`src/rtl/axi2s_mreg.sv`:
```
// ============================================================================
// axi2s_mreg : multi-channel AXI-to-stream DMA register bank with
//              double-buffered TDD frame timing and frame-adjust handshake
// Rev 1.0
// ============================================================================
`default_nettype none

module axi2s_mreg #(
  parameter logic [17:0] BASE = 18'h00000,
  parameter int          NCH  = 2,
  parameter int          AW   = 32,
  parameter int          TW   = 24
) (
  input  logic              clk,
  input  logic              rst,
  input  logic              en,
  input  logic              wen,
  input  logic [17:0]       addr,
  input  logic [31:0]       din,
  output logic [31:0]       dout,
  output logic              rvalid,
  output logic [NCH-1:0]    ien,
  output logic [NCH-1:0]    oen,
  output logic [NCH*AW-1:0] ibase,
  output logic [NCH*AW-1:0] obase,
  output logic [NCH*18-1:0] isize,
  output logic [NCH*18-1:0] osize,
  input  logic [NCH*18-1:0] iacnt,
  input  logic [NCH*18-1:0] oacnt,
  input  logic [NCH-1:0]    err_in,
  output logic              tddmode,
  output logic [TW-1:0]     frame_len,
  output logic [TW-1:0]     tstart,
  output logic [TW-1:0]     tend,
  output logic [TW-1:0]     rstart,
  output logic [TW-1:0]     rend,
  input  logic              frame_sync,
  output logic              adj_valid,
  output logic [TW-1:0]     frame_adj,
  input  logic              adj_ready
);

  typedef enum logic [0:0] {S_IDLE = 1'b0, S_REQ = 1'b1} adj_state_t;

  localparam int            NTIM     = 5;
  localparam int            T_LEN    = 0;
  localparam int            T_TE     = 2;
  localparam int            T_RE     = 4;
  localparam logic [AW-1:0] BASE_RST = AW'(32'hfffc0000);
  localparam logic [17:0]   SIZE_RST = 18'h400;

  // Timing slots in order: FRAME_LEN, TSTART, TEND, RSTART, REND
  function automatic logic [TW-1:0] tim_rst(input int i);
    if (i == T_LEN)             return TW'(1920);
    if (i == T_TE || i == T_RE) return TW'(1919);
    return '0;
  endfunction

  function automatic logic [7:0] tim_off(input int i);
    return (i == 0) ? 8'h20 : 8'(8'h2C + 4 * i);
  endfunction

  logic [31:0]   dout_q, dout_d, rdata;
  logic          rvalid_q, rvalid_d;
  logic [NCH-1:0] ien_q, ien_d, oen_q, oen_d, err_q, err_d, err_clr;
  logic [AW-1:0] ibase_q [NCH], ibase_d [NCH], obase_q [NCH], obase_d [NCH];
  logic [17:0]   isize_q [NCH], isize_d [NCH], osize_q [NCH], osize_d [NCH];
  logic [TW-1:0] tim_q [NTIM], tim_d [NTIM], tim_sh_q [NTIM], tim_sh_d [NTIM];
  logic          tdd_q, tdd_d, sh_tdd_q, sh_tdd_d;
  logic          commit_q, commit_d, overrun_q, overrun_d, overrun_clr, overrun_set;
  adj_state_t    state_q, state_d;
  logic [TW-1:0] frame_adj_q, frame_adj_d;

  logic       acc, wr, wr_adj, ch_rgn;
  logic [7:0] off;
  logic [2:0] ch_idx;

  assign acc    = en && (addr[17:8] == BASE[17:8]);
  assign wr     = acc && wen;
  assign off    = addr[7:0];
  assign wr_adj = wr && (off == 8'h24);
  assign ch_rgn = (off[7:6] != 2'b00);
  assign ch_idx = off[7:5] - 3'd2;

  always_ff @(posedge clk or negedge rst) begin
    if (!rst) begin
      dout_q      <= '0;
      rvalid_q    <= 1'b0;
      ien_q       <= '0;
      oen_q       <= '0;
      err_q       <= '0;
      tdd_q       <= 1'b0;
      sh_tdd_q    <= 1'b0;
      commit_q    <= 1'b0;
      overrun_q   <= 1'b0;
      state_q     <= S_IDLE;
      frame_adj_q <= '0;
      for (int c = 0; c < NCH; c++) begin
        ibase_q[c] <= BASE_RST;
        obase_q[c] <= BASE_RST;
        isize_q[c] <= SIZE_RST;
        osize_q[c] <= SIZE_RST;
      end
      for (int i = 0; i < NTIM; i++) begin
        tim_q[i]    <= tim_rst(i);
        tim_sh_q[i] <= tim_rst(i);
      end
    end else begin
      dout_q      <= dout_d;
      rvalid_q    <= rvalid_d;
      ien_q       <= ien_d;
      oen_q       <= oen_d;
      err_q       <= err_d;
      tdd_q       <= tdd_d;
      sh_tdd_q    <= sh_tdd_d;
      commit_q    <= commit_d;
      overrun_q   <= overrun_d;
      state_q     <= state_d;
      frame_adj_q <= frame_adj_d;
      ibase_q     <= ibase_d;
      obase_q     <= obase_d;
      isize_q     <= isize_d;
      osize_q     <= osize_d;
      tim_q       <= tim_d;
      tim_sh_q    <= tim_sh_d;
    end
  end

  // Read mux always reflects pre-write register contents
  always_comb begin
    rdata = '0;
    case (off)
      8'h00:   rdata[0] = sh_tdd_q;
      8'h04: begin
        rdata[0]       = (state_q == S_REQ);
        rdata[1]       = commit_q;
        rdata[2]       = overrun_q;
        rdata[8 +: NCH] = err_q;
      end
      8'h24:   rdata = 32'(frame_adj_q);
      default: ;
    endcase
    for (int i = 0; i < NTIM; i++)
      if (off == tim_off(i)) rdata = 32'(tim_sh_q[i]);
    for (int c = 0; c < NCH; c++) begin
      if (ch_rgn && ch_idx == 3'(c)) begin
        case (off[4:0])
          5'h00:   rdata = {30'd0, oen_q[c], ien_q[c]};
          5'h04:   rdata = 32'(ibase_q[c]);
          5'h08:   rdata = {8'd0, isize_q[c], 6'd0};
          5'h0C:   rdata = 32'(obase_q[c]);
          5'h10:   rdata = {8'd0, osize_q[c], 6'd0};
          5'h14:   rdata = {8'd0, iacnt[c*18 +: 18], 6'd0};
          5'h18:   rdata = {8'd0, oacnt[c*18 +: 18], 6'd0};
          default: ;
        endcase
      end
    end
  end

  always_comb begin
    dout_d      = acc ? rdata : dout_q;
    rvalid_d    = acc;
    ien_d       = ien_q;
    oen_d       = oen_q;
    ibase_d     = ibase_q;
    obase_d     = obase_q;
    isize_d     = isize_q;
    osize_d     = osize_q;
    tim_d       = tim_q;
    tim_sh_d    = tim_sh_q;
    tdd_d       = tdd_q;
    sh_tdd_d    = sh_tdd_q;
    commit_d    = commit_q;
    state_d     = state_q;
    frame_adj_d = frame_adj_q;
    overrun_set = 1'b0;
    overrun_clr = 1'b0;
    err_clr     = '0;

    // Commit uses the shadow values held before this edge
    if (frame_sync && commit_q) begin
      tim_d    = tim_sh_q;
      tdd_d    = sh_tdd_q;
      commit_d = 1'b0;
    end

    if (wr) begin
      case (off)
        8'h00:   sh_tdd_d = din[0];
        8'h04: begin
          overrun_clr = din[2];
          err_clr     = din[8 +: NCH];
        end
        8'h08:   if (din[0]) commit_d = 1'b1;
        default: ;
      endcase
      for (int i = 0; i < NTIM; i++)
        if (off == tim_off(i)) tim_sh_d[i] = TW'(din);
      for (int c = 0; c < NCH; c++) begin
        if (ch_rgn && ch_idx == 3'(c)) begin
          case (off[4:0])
            5'h00: begin
              ien_d[c] = din[0];
              oen_d[c] = din[1];
            end
            5'h04:   ibase_d[c] = AW'(din);
            5'h08:   isize_d[c] = din[23:6];
            5'h0C:   obase_d[c] = AW'(din);
            5'h10:   osize_d[c] = din[23:6];
            default: ;
          endcase
        end
      end
    end

    case (state_q)
      S_IDLE: begin
        if (wr_adj) begin
          state_d     = S_REQ;
          frame_adj_d = TW'(din);
        end
      end
      S_REQ: begin
        if (wr_adj)    overrun_set = 1'b1;
        if (adj_ready) state_d     = S_IDLE;
      end
      default: state_d = S_IDLE;
    endcase

    overrun_d = (overrun_q & ~overrun_clr) | overrun_set;
    err_d     = (err_q & ~err_clr) | err_in;
  end

  assign dout      = dout_q;
  assign rvalid    = rvalid_q;
  assign ien       = ien_q;
  assign oen       = oen_q;
  assign tddmode   = tdd_q;
  assign frame_len = tim_q[0];
  assign tstart    = tim_q[1];
  assign tend      = tim_q[2];
  assign rstart    = tim_q[3];
  assign rend      = tim_q[4];
  assign adj_valid = (state_q == S_REQ);
  assign frame_adj = frame_adj_q;

  generate
    for (genvar c = 0; c < NCH; c++) begin : g_ch
      assign ibase[c*AW +: AW] = ibase_q[c];
      assign obase[c*AW +: AW] = obase_q[c];
      assign isize[c*18 +: 18] = isize_q[c];
      assign osize[c*18 +: 18] = osize_q[c];
    end
  endgenerate

endmodule

`default_nettype wire

```
`config.mk`:
```
export PLATFORM = sky130hd
export DESIGN_NAME = axi2s_mreg
export DESIGN_NICKNAME = d
export VERILOG_FILES = /design/src/rtl/axi2s_mreg.sv
export SDC_FILE = /design/constraint.sdc
export NUM_CORES = 1
export LEC_CHECK = 0
export CAP_MARGIN = 20
export CORE_UTILIZATION = 55
export CTS_CLUSTER_SIZE = 28
export DETAILED_ROUTE_END_ITERATION = 10
export HOLD_SLACK_MARGIN = 0.02
export PLACE_DENSITY_LB_ADDON = 0.3
export SLEW_MARGIN = 20
export SYNTH_ARGS = -nofsm -noshare
export SYNTH_HDL_FRONTEND = slang
export SYNTH_SLANG_ARGS = --single-unit
```
`constraint.sdc`:
```
create_clock -name clk -period 2.57 [get_ports clk]
set_input_delay 0.3855 -clock clk [delete_from_list [all_inputs] [get_ports clk]]
set_output_delay 0.3855 -clock clk [all_outputs]
set_load 0.01 [all_outputs]
```
==> results.toml <==
# physical design summary
[grt]
grt_max_degree = 78
grt_pass1_vias = 19300
grt_pass1_wl_um = 126000
antenna_found_initial = 6

[synthesis]
yosys_warnings = 0
top_cell = "mux2_2"
synthDistinctLibCells = 70
synthTopCellsByCount = "mux2_2 (436), dfrtp_1 (400), dfstp_2 (108)"
yosysCellCount = 1749
synthTopCellsByArea = "dfrtp_1 (44%), mux2_2 (22%), dfstp_2 (12%), a22oi_1 (2.3%), a21oi_1 (1.6%)"
netlist_area_um2 = 22700

[clocking]
cts_tree = "yes"
cts-root-buf = "clkbuf_16"

[cells_and_area]
mi_logic_area_um2 = 9330
ff_latch_area_um2 = 12800
fillers = 2526
fin_cells = 2951

[placed_design]
placedInstanceArea_um2 = 30100

[die]
die-area_um2 = 42200
fp_util_pct = 55.7
placementRows = 74

[timing]
setup_tns_ns = -0.0175
worst_slack_ns = -0.0175
setup_viol = 1
slew_headroom_pct = 44.7

[flow_run]
warnings = 26
cap_violations = 0

[outcome]
violations = "setup timing"
status = "complete, but fails checks"

[critical_path]
worst-path-buf-inv = 5
cp_top_family = "AND-OR/OR-AND gates"
end_kind = "flop"

[pwr]
p_leak_uw = 0.0142
[cell type report]
type | instances | area share, %
antenna | 2 | 0.0157
clock buffer | 68 | 4.40
clock inverter | 28 | 1.00
inverter | 14 | 0.181
multi-input combinational | 1086 | 29.3
sequential | 508 | 40.4
tap | 532 | 2.09
timing repair buffer | 713 | 22.6
[state kept, by name, indices dropped and copies added (netlist names), 2 cells and up]
name       cells
rend          24
err_q          2
dout          32
obase         64
ibase         64
osize         36
tim_sh_q     120
frame_len     24
tstart        24
rstart        24
frame_adj     24
isize         36
tend          24
ien            2
oen            2
[report_power, final]
group	internal, uW	switching, uW	total (uW)
Combinational	395	609	1000
Sequential	8030	13.6	8040
Clock	4460	3270	7720
Total	12900	3890	16800
[worst register-to-register path, stage by stage, from the launching register on]
cell and delay (ns):
dfrtp_1 0.40, o311ai_0 0.56, a21oi_1 0.20, a2111oi_0 0.46
a211oi_1 0.08
[placed cells by master (no fill, tap or decap), types with 46 or more instances in the layout]
| cell | netlist | final |
|---|---|---|
| nand2_1 | 74 | 73 |
| dfstp_2 | 108 | 108 |
| clkdlybuf4s50_1 | 0 | 509 |
| buf_12 | 0 | 46 |
| a22oi_1 | 71 | 71 |
| mux2_2 | 436 | 436 |
| clkbuf_16 | 0 | 52 |
| o21ai_0 | 51 | 51 |
| nor2_1 | 75 | 66 |
| dfrtp_1 | 400 | 400 |
| a21oi_1 | 71 | 71 |
| buf_4 | 1 | 154 |
[layer usage]
| metal | global-route usage [%] | share of wire [%] | wire length, um |
|---|---|---|---|
| met5 | 0 | 0.046 | 40 |
| met4 | 19.4 | 5.3 | 4570 |
| met3 | 9.09 | 9.6 | 8290 |
| met2 | 66.4 | 48 | 41300 |
| met1 | 52.9 | 38 | 32600 |
[what timing repair did]
item | in CTS | in global routing
hold buffers | 1 | 0
endpoints found under the hold margin | 52 | 0
resized | 3 | 3
endpoints found under the setup margin | 4 | 3
[stage by stage]
step | util, % | hold WS [ns] | setup slack (ns)
after floorplan | - | 0.0899 | 0.214
after global routing | 77.9 | 0.406 | -0.0144
final | 78.0 | 0.376 | -0.0175
after CTS | 77.9 | 0.376 | 0.0138
after global placement | 73.7 | 0.432 | -0.827
after detailed placement | 73.7 | 0.442 | -0.779
[cells by family (layout without fill, tap and decap cells)]
kind of cell	count (synthesis)	in the layout	share of synthesized area, %
flops	508	508	56.5
buf+inv	155	823	2.99
simple gates	243	243	5.19
fa+ha+maj	1	1	0.0550
other cells	0	2	0
compound gates	349	349	10.7
mux	493	493	24.6
[path summary, 6_finish.rpt]
check,end,slack [ns],cells past startpoint,start
max,dout[18]$_DFFE_PN0P_,-0.02,12,addr[6]
max reg2reg,dout[17]$_DFFE_PN0P_,0.74,4,tim_sh_q[89]$_DFFE_PN0P_
max in group asynchronous,obase[57]$_DFFE_PN1P_,1.30,3,rst
min,frame_len[1]$_DFFE_PN0P_,0.38,2,rst
min reg2reg,err_q[1]$_DFF_PN0_,0.49,1,err_q[1]$_DFF_PN0_
min in group clk,err_q[0]$_DFF_PN0_,0.42,2,err_in[0]
**Power grid**

Bar = 50 um. Pins as bars on the die edge.
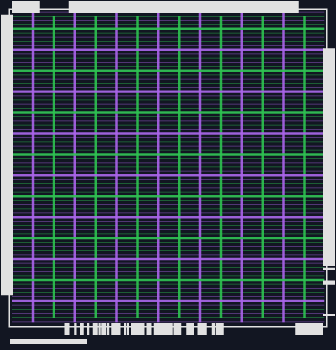
- purple: VSS
- green: VDD
- signal pins: 513
- met5 straps: 14
- met1 rails: 75
- rows: 74
core area: 40800 um2
die height: 205 um
VDD IR max: 505 uV
die width: 205 um

**Cells colored by class**

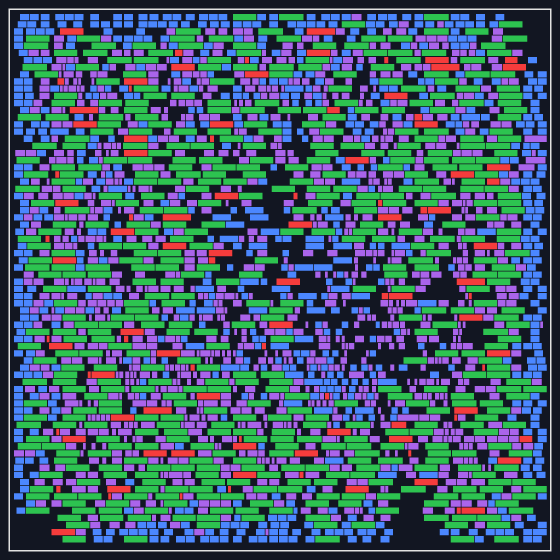
- purple: combinational and other logic (cells 1100; share of their area 30%)
- green: flops (cells 508; share of their area 41%)
- blue: other buffers and delay cells (cells 713; share of their area 23%)
- red: clock drivers and dummy loads (cells 96; share of their area 5.5%)
Core Util, Final: 78.0%
flop share of the area: 40.4%

**Clock network drawn from the DEF**

Bar = 50 um.
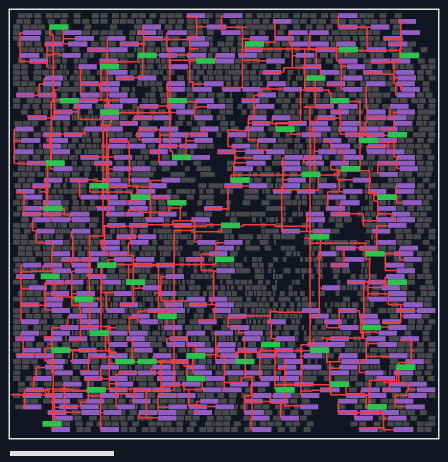
- green: clock drivers (count 51)
- purple: flip-flops (count 508)
- red: clock wires (length 6000 um)
- flops lie: spread over the die
- routed clock nets: 52
clk latency late pin: 0.62 ns
Fin Clk Skew: 0.0176 ns
power share of the clock group: 46.1%
Clk. pwr: 7720 uW

**Routed metal, one color a layer**

Bar = 50 um.
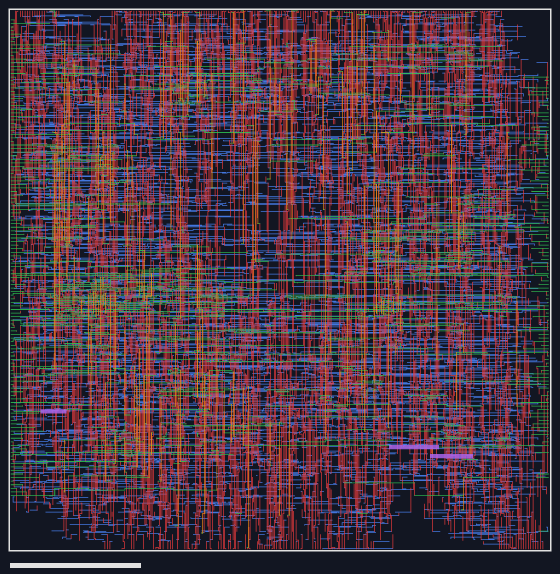
- purple: metal 5 (wire length 40.5 um)
- blue: metal 1 (wire length 32.6 mm)
- red: metal 2 (wire length 41.3 mm)
- orange: metal 4 (wire length 4570 um)
- green: metal 3 (wire length 8290 um)
overall routed net length: 86800 um
WL/cell: 29.4 um
vias: 19000
Total GRT Usage: 41.1%

**Clock wiring as the flow saved it**

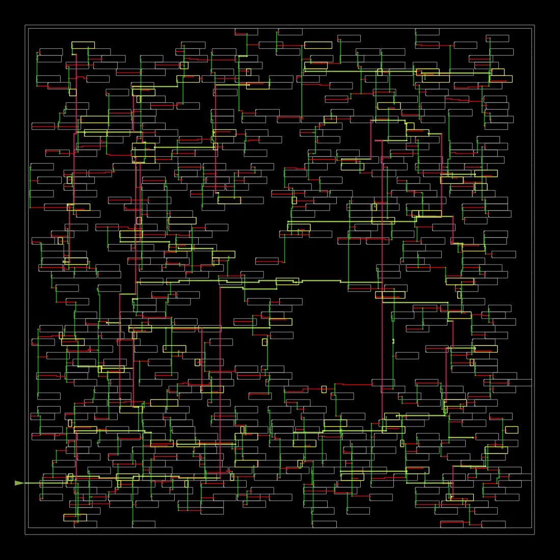
cts bufs inserted: 51
clock sinks: 508

Power is estimated from default activity; no workload was simulated.
